<file path="src/rtl/uat_fsm.sv">
// Framed serial transmitter: start bit, LSB-first payload, stop bit, then an enforced idle gap; sig_out lags accept by one cycle.
// Backpressure: ready is high only in IDLE, and send_in is dropped otherwise; UAT_FRAME_CNT_EN adds a completed-frame counter output.
module uat_fsm #(
    parameter int CLK_PER_BIT = 10416,
    parameter int PKT_LNGTH   = 162,
    parameter int GAP_CYCLES  = 2_100_000
) (
    input  logic                 clk_in,
    input  logic                 rst_in,
    input  logic [PKT_LNGTH-1:0] data_in,
    input  logic                 send_in,
    output logic                 ready,
`ifdef UAT_FRAME_CNT_EN
    output logic [15:0]          frame_cnt,
`endif
    output logic                 sig_out
);
    localparam int BW = (CLK_PER_BIT > 1) ? $clog2(CLK_PER_BIT) : 1;
    localparam int GW = $clog2(GAP_CYCLES + 1);
    localparam int IW = $clog2(PKT_LNGTH + 1);
    localparam logic [BW-1:0] BIT_LAST = BW'(CLK_PER_BIT - 1);
    localparam logic [GW-1:0] GAP_LAST = GW'(GAP_CYCLES - 1);
    localparam logic [IW-1:0] IDX_LAST = IW'(PKT_LNGTH - 1);

    typedef enum logic [2:0] {
        S_GAP   = 3'd0,
        S_IDLE  = 3'd1,
        S_START = 3'd2,
        S_DATA  = 3'd3,
        S_STOP  = 3'd4
    } state_t;

    state_t                 state_q, state_d;
    logic [BW-1:0]          bit_q, bit_d;
    logic [GW-1:0]          gap_q, gap_d;
    logic [IW-1:0]          idx_q, idx_d;
    logic [PKT_LNGTH-1:0]   sh_q, sh_d;
    logic                   sig_d;

    always_ff @(posedge clk_in or negedge rst_in) begin
        if (!rst_in) begin
            state_q <= S_GAP;
            bit_q   <= '0;
            gap_q   <= '0;
            idx_q   <= '0;
            sh_q    <= '0;
            sig_out <= 1'b1;
        end else begin
            state_q <= state_d;
            bit_q   <= bit_d;
            gap_q   <= gap_d;
            idx_q   <= idx_d;
            sh_q    <= sh_d;
            sig_out <= sig_d;
        end
    end

    // sig_d is the line level for the cycle after this edge, so every transition also picks the next level.
    always_comb begin
        state_d = state_q;
        bit_d   = bit_q;
        gap_d   = gap_q;
        idx_d   = idx_q;
        sh_d    = sh_q;
        sig_d   = 1'b1;
        ready   = 1'b0;
        case (state_q)
            S_GAP: begin
                if (gap_q == GAP_LAST) begin
                    gap_d   = '0;
                    state_d = S_IDLE;
                end else begin
                    gap_d = gap_q + GW'(1);
                end
            end
            S_IDLE: begin
                ready = 1'b1;
                if (send_in) begin
                    sh_d    = data_in;
                    bit_d   = '0;
                    state_d = S_START;
                    sig_d   = 1'b0;
                end
            end
            S_START: begin
                sig_d = 1'b0;
                if (bit_q == BIT_LAST) begin
                    bit_d   = '0;
                    idx_d   = '0;
                    state_d = S_DATA;
                    sig_d   = sh_q[0];
                end else begin
                    bit_d = bit_q + BW'(1);
                end
            end
            S_DATA: begin
                sig_d = sh_q[0];
                if (bit_q == BIT_LAST) begin
                    bit_d = '0;
                    if (idx_q == IDX_LAST) begin
                        state_d = S_STOP;
                        sig_d   = 1'b1;
                    end else begin
                        idx_d = idx_q + IW'(1);
                        sh_d  = sh_q >> 1;
                        sig_d = sh_d[0];
                    end
                end else begin
                    bit_d = bit_q + BW'(1);
                end
            end
            S_STOP: begin
                if (bit_q == BIT_LAST) begin
                    bit_d   = '0;
                    state_d = S_GAP;
                end else begin
                    bit_d = bit_q + BW'(1);
                end
            end
            default: begin
                state_d = S_GAP;
                bit_d   = '0;
                gap_d   = '0;
                idx_d   = '0;
            end
        endcase
    end

`ifdef UAT_FRAME_CNT_EN
    logic frame_done;
    assign frame_done = (state_q == S_STOP) && (bit_q == BIT_LAST);

    always_ff @(posedge clk_in or negedge rst_in) begin
        if (!rst_in)         frame_cnt <= '0;
        else if (frame_done) frame_cnt <= frame_cnt + 16'd1;
    end
`endif
endmodule

</file>
<file path="config.mk">
export PLATFORM = sky130hd
export DESIGN_NAME = uat_fsm
export DESIGN_NICKNAME = d
export VERILOG_FILES = /design/src/rtl/uat_fsm.sv
export SDC_FILE = /design/constraint.sdc
export NUM_CORES = 1
export LEC_CHECK = 0
export CAP_MARGIN = 30
export CORE_ASPECT_RATIO = 1.75
export CORE_MARGIN = 1.5
export CORE_UTILIZATION = 35
export CTS_CLUSTER_DIAMETER = 60
export DETAILED_ROUTE_END_ITERATION = 7
export PLACE_DENSITY = 0.56
export SYNTH_ARGS = -nofsm -noshare
export SYNTH_HDL_FRONTEND = slang
export SYNTH_SLANG_ARGS = --single-unit
</file>
<file path="constraint.sdc">
create_clock -name clk_in -period 5.1 [get_ports clk_in]
set_input_delay 0.765 -clock clk_in [delete_from_list [all_inputs] [get_ports clk_in]]
set_output_delay 0.765 -clock clk_in [all_outputs]
set_load 0.03 [all_outputs]
</file>
==> images/logic_types.png <==
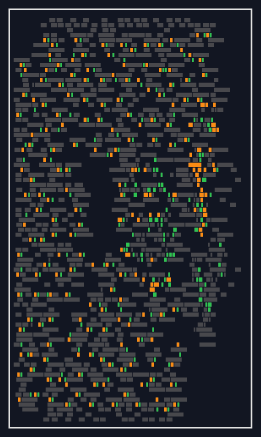
[orange] inverting AOI/OAI gates | cells: 213 | most used: o21ai_1 | where: spread over the die
[green] NAND gates | cells: 237 | most used: nand2_1 | where: spread over the die

==> images/placement_by_type.png <==
Bar = 50 um.
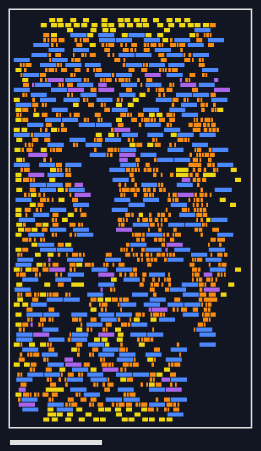
[yellow] other buffers and delay cells | cells: 174 | share of their area: 15%
[purple] clock drivers and dummy loads | cells: 40 | share of their area: 6.1%
[blue] flops | cells: 210 | share of their area: 43%
[orange] combinational and other logic | cells: 733 | share of their area: 37%

==> images/placement.png <==
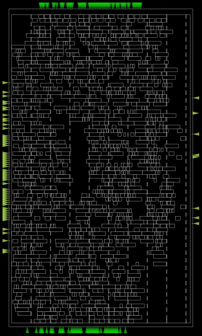
CORE AREA: 28,100 um^2
flop share of the area: 41.1%
Post-Route Utilization: 45.5%
row count: 81
tap cell count: 373

==> images/layer_met2.png <==
Cells faint in the background.
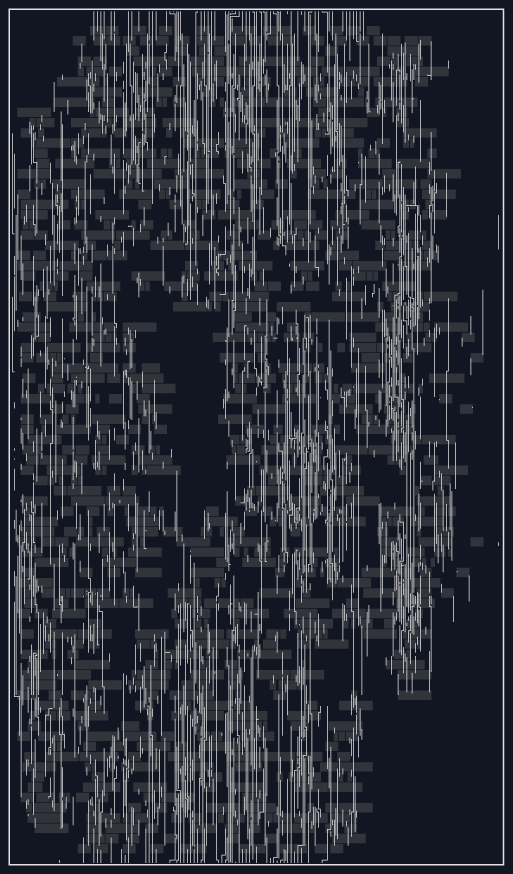
nets with wire on the layer: 1,053
share of all routed wire: 54%
wire length on this layer: 12,900 um
main direction: vertical
vias: 7,504
DRT Wirelength: 23.9 mm

==> images/clk_routes.png <==
Bar = 50 um.
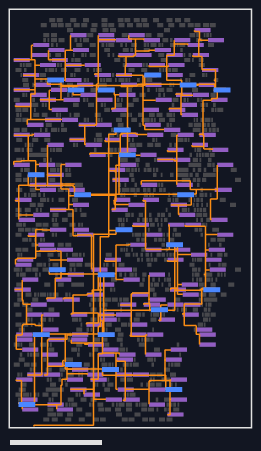
[purple] flip-flops | count: 210
[orange] clock wires | length: 3,160 um
[blue] clock drivers | count: 23
flops lie: spread over the die

==> deck_impl_summary.md <==
Physical Implementation Snapshot

Setup path
  • FF-to-FF Start: idx_q[1]
  • Crit path cell chain: nor2_1 > nand2_1 > inv_1 > clkdlybuf4s50_1
  • CP Data Required Time: 4.34 ns
  • FF-to-FF End: sh_q[19]
  • Setup CP Type: reg -> out

Yosys
  • Complex Gates by Area: 12.2%
  • YS chip area: 10,000 um^2
  • Yosys reg bits: 210
  • Syn Nets: 1,176
  • Synth Instances: 1,007
  • # Cells Yosys: 1,007
  • Top-count cell post-synth: dfrtp_1
  • Distinct cells, synth: 51
  • Async set or reset register ratio after synthesis: 100%

Place
  • GP Congestion: 0.763
  • Placed Area: 12,000 um^2
  • Detailed Place HPWL: 16.1 mm

Timing
  • Slew @ Worst Pin: 0.944 ns
  • Endpoints failing setup: 0
  • Fmax: 355 MHz
  • Setup_tns: 0 ns

Clocking
  • Clk_lat worst skew: 0.51 ns
  • Clock-pin slew on the worst setup and hold paths: 0.06 ns
  • Clock sinks: 210
  • Hold-fix buffers, CTS: 0
  • Setup Buffers After CTS: 0
  • CTS Root Buffer Type: clkbuf_16
  • Clock buffer count from CTS: 23
  • Post_cts resized: 0

Routing
  • Met3 Wirelength: 988 um
  • Drt wl/cell: 15.6 um
  • Vias per cell: 4.90

Global routing
  • Gr usage total: 16.9%
  • Pin count of the biggest net entering global routing: 181
  • M3 GR Usage: 3.08%

Floorplan
  • Die Wd: 131 um
  • Fp util: 35.8%
  • Total die area: 29,800 um^2

Final layout
  • Multi-In Gates: 725
  • Antenna diodes: 2
  • Max reg flops: 162
  • Top cell category: flip-flops and latches
  • Top cell excl fill/tap: dfrtp_1
  • Signal inverters: 8
  • Signal buffers share of area: 14.1%
  • Area delta synth->final: 27.2%
  • Largest regs: sh_q: 162 flops, gap_q: 22 flops, bit_q: 14 flops
  • Clock network area share: 5.85%
  • Registers: 210
  • MI comb area: 4480 um^2

Pwr
  • Sw Pwr: 0.000736 W
  • Main power group: sequential cells
  • P_int: 0.00277 W
  • Sequential Power: 0.00167 W
  • Tot Pwr: 0.00350 W

Run status
  • Status: completed
Power and IR drop assume default switching activity.
